**Run 1: PDN straps and rails**

Pins as bars on the die edge.
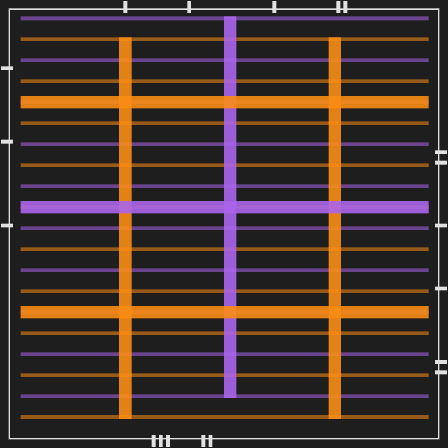
**Run 1: where the registers sit**

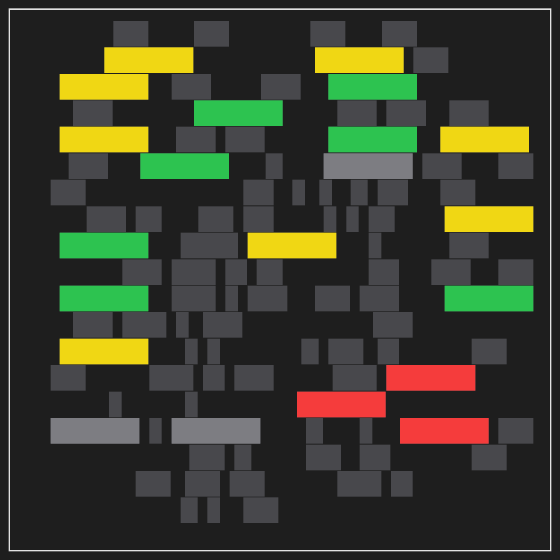
**Run 1: M1 wires**

Supply wires on this layer in grey.
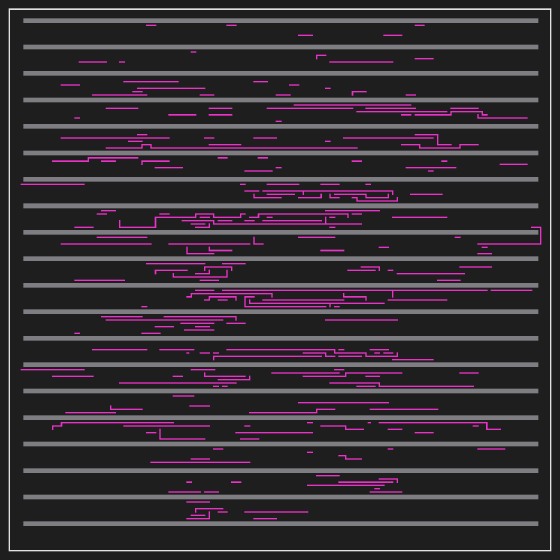
**Run 1: the clock network**

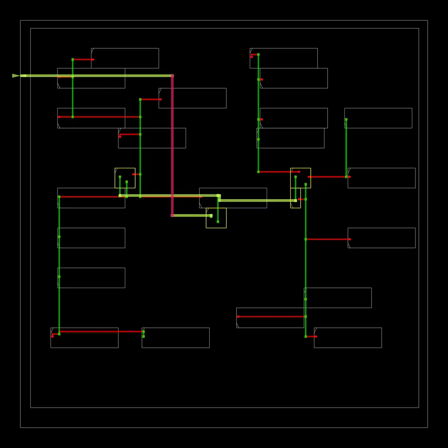
--- src/rtl/tdm_pkg.sv ---
// Shared definitions for the TDM link: receive-side demux and transmit-side serializer.
package tdm_pkg;

    localparam int unsigned LANES_DEFAULT = 8;

    typedef enum logic [0:0] {
        StHunt,
        StLocked
    } tdm_state_e;

endpackage

--- src/rtl/tdm_demux8_if.sv ---
// Serial-in / lane-word-out bundle for the TDM demux; master drives the serial side.
interface tdm_demux8_if #(
    parameter int unsigned Lanes = 8,
    parameter int unsigned SelW  = $clog2(Lanes)
);
    logic             din_valid;
    logic             din;
    logic             frame_start;
    logic [Lanes-1:0] out_data;
    logic             out_valid;
    logic [SelW-1:0]  slot;
    logic             locked;
    logic             sync_err;

    modport master (
        output din_valid, din, frame_start,
        input  out_data, out_valid, slot, locked, sync_err
    );

    modport slave (
        input  din_valid, din, frame_start,
        output out_data, out_valid, slot, locked, sync_err
    );
endinterface

--- src/rtl/tdm_slot_ctr.sv ---
// Slot index counter: wraps Lanes-1 -> 0; clear has priority over load-to-1 over increment.
module tdm_slot_ctr #(
    parameter int unsigned Lanes = 8,
    parameter int unsigned SelW  = $clog2(Lanes)
) (
    input  logic            clk_i,
    input  logic            rst_ni,
    input  logic            clr_i,
    input  logic            load1_i,
    input  logic            inc_i,
    output logic [SelW-1:0] slot_o
);
    logic [SelW-1:0] slot_d, slot_q;

    always_comb begin
        slot_d = slot_q;
        if (clr_i) begin
            slot_d = '0;
        end else if (load1_i) begin
            slot_d = SelW'(1);
        end else if (inc_i) begin
            slot_d = (slot_q == SelW'(Lanes - 1)) ? '0 : slot_q + SelW'(1);
        end
    end

    always_ff @(posedge clk_i or negedge rst_ni) begin
        if (!rst_ni) begin
            slot_q <= '0;
        end else begin
            slot_q <= slot_d;
        end
    end

    assign slot_o = slot_q;
endmodule

--- src/rtl/tdm_demux8.sv ---
// TDM receive demux: tracks slot alignment, scatters serial bits into a lane word,
// strobes each completed frame and flags frame-sync violations.
module tdm_demux8 import tdm_pkg::*; #(
    parameter int unsigned Lanes = LANES_DEFAULT,
    parameter int unsigned SelW  = $clog2(Lanes)
) (
    input  logic         clk_i,
    input  logic         rst_ni,
    tdm_demux8_if.slave  bus
);
    tdm_state_e       state_d, state_q;
    // The final slot bit goes straight into out_data, so shadow holds Lanes-1 bits.
    logic [Lanes-2:0] shadow_d, shadow_q;
    logic [Lanes-1:0] out_data_d, out_data_q;
    logic             out_valid_d, out_valid_q;
    logic             sync_err_d, sync_err_q;
    logic             ctr_clr, ctr_load1, ctr_inc;
    logic [SelW-1:0]  slot;

    tdm_slot_ctr #(
        .Lanes (Lanes),
        .SelW  (SelW)
    ) u_slot_ctr (
        .clk_i   (clk_i),
        .rst_ni  (rst_ni),
        .clr_i   (ctr_clr),
        .load1_i (ctr_load1),
        .inc_i   (ctr_inc),
        .slot_o  (slot)
    );

    always_comb begin
        state_d     = state_q;
        shadow_d    = shadow_q;
        out_data_d  = out_data_q;
        out_valid_d = 1'b0;
        sync_err_d  = 1'b0;
        ctr_clr     = 1'b0;
        ctr_load1   = 1'b0;
        ctr_inc     = 1'b0;

        if (bus.din_valid) begin
            unique case (state_q)
                StHunt: begin
                    if (bus.frame_start) begin
                        shadow_d[0] = bus.din;
                        ctr_load1   = 1'b1;
                        state_d     = StLocked;
                    end
                end
                StLocked: begin
                    if (bus.frame_start && slot != '0) begin
                        // Early frame start: drop the partial frame, restart at slot 0.
                        sync_err_d  = 1'b1;
                        shadow_d[0] = bus.din;
                        ctr_load1   = 1'b1;
                    end else if (!bus.frame_start && slot == '0) begin
                        sync_err_d = 1'b1;
                        ctr_clr    = 1'b1;
                        state_d    = StHunt;
                    end else begin
                        ctr_inc = 1'b1;
                        if (slot == SelW'(Lanes - 1)) begin
                            out_data_d  = {bus.din, shadow_q};
                            out_valid_d = 1'b1;
                        end else begin
                            shadow_d[slot] = bus.din;
                        end
                    end
                end
                default: state_d = StHunt;
            endcase
        end
    end

    always_ff @(posedge clk_i or negedge rst_ni) begin
        if (!rst_ni) begin
            state_q     <= StHunt;
            shadow_q    <= '0;
            out_data_q  <= '0;
            out_valid_q <= 1'b0;
            sync_err_q  <= 1'b0;
        end else begin
            state_q     <= state_d;
            shadow_q    <= shadow_d;
            out_data_q  <= out_data_d;
            out_valid_q <= out_valid_d;
            sync_err_q  <= sync_err_d;
        end
    end

    assign bus.out_data  = out_data_q;
    assign bus.out_valid = out_valid_q;
    assign bus.slot      = slot;
    assign bus.locked    = (state_q == StLocked);
    assign bus.sync_err  = sync_err_q;
endmodule
--- src/flat_wrapper.sv ---
// flat-port wrapper written by rule: the top's interface ports become plain ports
module tdm_demux8_flat import tdm_pkg::*;
#(
    parameter int unsigned Lanes = LANES_DEFAULT,
    parameter int unsigned SelW  = $clog2(Lanes)
)
  (clk_i, rst_ni, bus_din_valid, bus_din, bus_frame_start, bus_out_data, bus_out_valid, bus_slot, bus_locked, bus_sync_err);
  tdm_demux8_if #(.Lanes(Lanes), .SelW(SelW)) bus_i ();
  input  logic clk_i;
  input  logic rst_ni;
  input wire logic [$bits(bus_i.din_valid)-1:0] bus_din_valid;
  input wire logic [$bits(bus_i.din)-1:0] bus_din;
  input wire logic [$bits(bus_i.frame_start)-1:0] bus_frame_start;
  output wire logic [$bits(bus_i.out_data)-1:0] bus_out_data;
  output wire logic [$bits(bus_i.out_valid)-1:0] bus_out_valid;
  output wire logic [$bits(bus_i.slot)-1:0] bus_slot;
  output wire logic [$bits(bus_i.locked)-1:0] bus_locked;
  output wire logic [$bits(bus_i.sync_err)-1:0] bus_sync_err;
  assign bus_i.din_valid = bus_din_valid;
  assign bus_i.din = bus_din;
  assign bus_i.frame_start = bus_frame_start;
  assign bus_out_data = bus_i.out_data;
  assign bus_out_valid = bus_i.out_valid;
  assign bus_slot = bus_i.slot;
  assign bus_locked = bus_i.locked;
  assign bus_sync_err = bus_i.sync_err;
  tdm_demux8 #(.Lanes(Lanes), .SelW(SelW)) u_core (.clk_i(clk_i), .rst_ni(rst_ni), .bus(bus_i));
endmodule
--- config.mk ---
export PLATFORM = sky130hd
export DESIGN_NAME = tdm_demux8_flat
export DESIGN_NICKNAME = d
export VERILOG_FILES = /design/src/rtl/tdm_pkg.sv /design/src/rtl/tdm_demux8_if.sv /design/src/rtl/tdm_slot_ctr.sv /design/src/rtl/tdm_demux8.sv /design/src/flat_wrapper.sv
export SDC_FILE = /design/constraint.sdc
export NUM_CORES = 1
export LEC_CHECK = 0
export CAP_MARGIN = 0
export CELL_PAD_IN_SITES_DETAIL_PLACEMENT = 1
export CELL_PAD_IN_SITES_GLOBAL_PLACEMENT = 2
export CORE_UTILIZATION = 36
export DETAILED_ROUTE_END_ITERATION = 12
export GPL_TIMING_DRIVEN = 0
export PLACE_DENSITY = 0.8
export SYNTH_ARGS = -nofsm -noshare
export SYNTH_HDL_FRONTEND = slang
export SYNTH_HIERARCHICAL = 1
export SYNTH_SLANG_ARGS = --single-unit
--- constraint.sdc ---
create_clock -name clk_i -period 4.9 [get_ports clk_i]
set_clock_uncertainty 0.2 [all_clocks]
set_input_delay 0.735 -clock clk_i [delete_from_list [all_inputs] [get_ports clk_i]]
set_output_delay 0.735 -clock clk_i [all_outputs]
set_load 0.02 [all_outputs]
==> results.json, run 1 <==
{
  "num_io_pins": 19,
  "grt_max_degree": 22,
  "core_area_sq_um": 2734,
  "syn_area_sq_um": 1030,
  "report.final.slew_viol_count": 0,
  "final_layout_size_suffix_gt1_frac": 0.2451,
  "comb_cells": 52,
  "warnings": 28,
  "r2r_cells": 6,
  "cpMaxStageDelayCell": "clkdlybuf4s50_1",
  "die_y_microns": 55.48,
  "crit_path_max_incr_delay_ns": 0.57,
  "yosysWarningCount": 6,
  "dr.pass1.iters": 2,
  "hp-class": "flip-flop to flip-flop",
  "drc": 0,
  "final-hold-violation-count": 0,
  "outcome": "finished, final reports clean",
  "power_combinational_mw": 0.284,
  "clock_area_frac": 0.02061,
  "hpwl_mm": 1.401,
  "setup_viol": 0,
  "vias_per_cell": 5.203,
  "chipArea_sq_um": 3078,
  "ys_chip_area_sq_um": 1030,
  "power_density_nw_per_um2": 494.4,
  "hold_depth": 1
}
Back to the opening pictures, 'PDN straps and rails':
Orange stands for VSS. Purple stands for VDD.
19 signal pins sit on the boundary. 3 straps on met5. 3 straps on met4.

Back to the opening pictures, 'where the registers sit':
Yellow stands for u_core/bus.out_data, sequential cells 8. Red stands for u_core/u_slot_ctr/slot_o, sequential cells 3. Green stands for u_core/shadow_q, sequential cells 7.
final core occ: 0.4664
flop share of the area: 0.4122
register area: 525.5 sq um

Back to the opening pictures, 'M1 wires':
The layer carries 865 microns of wire. The longest straight run is 27.1 microns. 95 nets have wire on it. The layer holds 45% of the routed length.

Back to the opening pictures, 'the clock network':
clock buffer count: 4
sequential cell count: 21
Clk. pwr: 0.0806 mW
Inserted Clock Buffers: 3
Latency at later pin: 0.30 ns

run 1: metal layers:
| layer | vias to the layer above | part of all wire |
|---|---|---|
| li1 | 331 | - |
| met2 | 12 | 0.50 |
| met1 | 347 | 0.45 |
| met5 | - | 0 |
| met3 | 2 | 0.038 |
| met4 | 0 | 0.010 |
run 1: cells in the mapped netlist (2+ instances only):
master	number
dfrtp_1	21
nor2_1	6
ha_1	5
mux2i_1	3
nor4b_1	2
nand2_1	3
mux2_2	14
inv_1	4
buf_6	2
nand4b_1	2
nand2b_1	2
nor3_1	3
run 1: cell families after synthesis:
logic type / count (synthesis) / share of synthesized area
fa+ha+maj: 5 / 0.06075
buf+inv: 7 / 0.04130
flops: 21 / 0.5103
mux: 18 / 0.1932
simple gates: 26 / 0.1677
compound gates: 3 / 0.02673
**Run 1: logic cells by family**

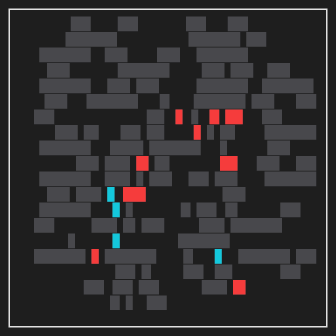

--- run 2 (diff from run 1) ---
CORE_UTILIZATION = 30   (was 36)
PLACE_DENSITY = 0.71   (was 0.8)
clock period = 2.4 ns   (was 4.9 ns; I/O delays follow)
**Run 2: logic cells by family**

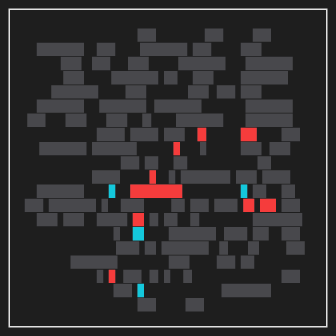
Cyan stands for inverters, cells 4, most used inv_1. Red stands for NAND gates, cells 9, most used nand2_1, where centre.

==> run 2 against run 1 <==
Wire length is 12% higher. Die area is 19% higher. Cell count is 14% higher. Largest cell class unchanged. Sequential power is 110% higher. Critical path type is now flip-flop to flip-flop. Largest power group unchanged. Combinational power is 150% higher. Critical path depth stayed put. First-iteration DRC count went up to 16 times the previous value.
==> results.json, run 2 <==
{
  "rsz0062_at_grt": "no",
  "grt_max_degree": 22,
  "hp-class": "flip-flop to flip-flop",
  "hold_depth": 1,
  "yosysWarningCount": 6,
  "vias_per_cell": 4.649,
  "outcome": "finished, final reports clean",
  "core_area_sq_um": 3153,
  "clock_area_frac": 0.01975,
  "dr.pass1.iters": 3,
  "chipArea_sq_um": 3671,
  "report.final.slew_viol_count": 0,
  "final-hold-violation-count": 0,
  "dr_wl_met2_mm": 1.028,
  "top_cell": "dfrtp_1",
  "htree_num_levels": 1,
  "setup_viol": 0,
  "routed.top_layer": "met4",
  "met1_length_mm": 1.025,
  "cts_made_buffers": 3,
  "comb_cells": 52,
  "cpMaxStageDelayCell": "dfrtp_2",
  "ys_chip_area_sq_um": 1030,
  "dr_wl_met3_microns": 60,
  "insertion_delay_ns": 0.30,
  "flop_area_sq_um": 529.3,
  "power_combinational_mw": 0.708,
  "r2r_cells": 7,
  "drc": 0,
  "grt_antenna_before_repair": 0,
  "hpwl_mm": 1.428,
  "num_io_pins": 19,
  "fp_util": 0.3266,
  "flops": 21,
  "crit_path_max_incr_delay_ns": 0.51,
  "final_layout_size_suffix_gt1_frac": 0.3738,
  "grt_pass1_wl_mm": 3.429,
  "power_density_nw_per_um2": 1031,
  "sh_seq_area": 0.3797,
  "gp_congestion": 0.6505,
  "syn_area_sq_um": 1030
}
[run 2: per-layer routing]
metal  up-vias  track usage
li1        342            -
met5         -            0
met1       350       0.1722
met2         8       0.2088
met4         0      0.06818
met3         2      0.02559
[run 2: kinds of logic (layout without fill, tap and decap cells)]
| kind of cell | after synthesis | in the layout | synth area share |
|---|---|---|---|
| buf+inv | 7 | 34 | 0.04130 |
| fa+ha+maj | 5 | 5 | 0.06075 |
| simple gates | 26 | 26 | 0.1677 |
| mux | 18 | 18 | 0.1932 |
| flops | 21 | 21 | 0.5103 |
| compound gates | 3 | 3 | 0.02673 |
[run 2: repair_timing]
item                       4_1_cts  5_1_grt
setup endpoints to repair       10       10
pin swaps                        0        3
resized                          1       12
hold endpoints to repair         0        0
gates cloned                     0        0
buffers inserted                 2        4
No activity file was given, so power comes from the tool's default toggle rates.
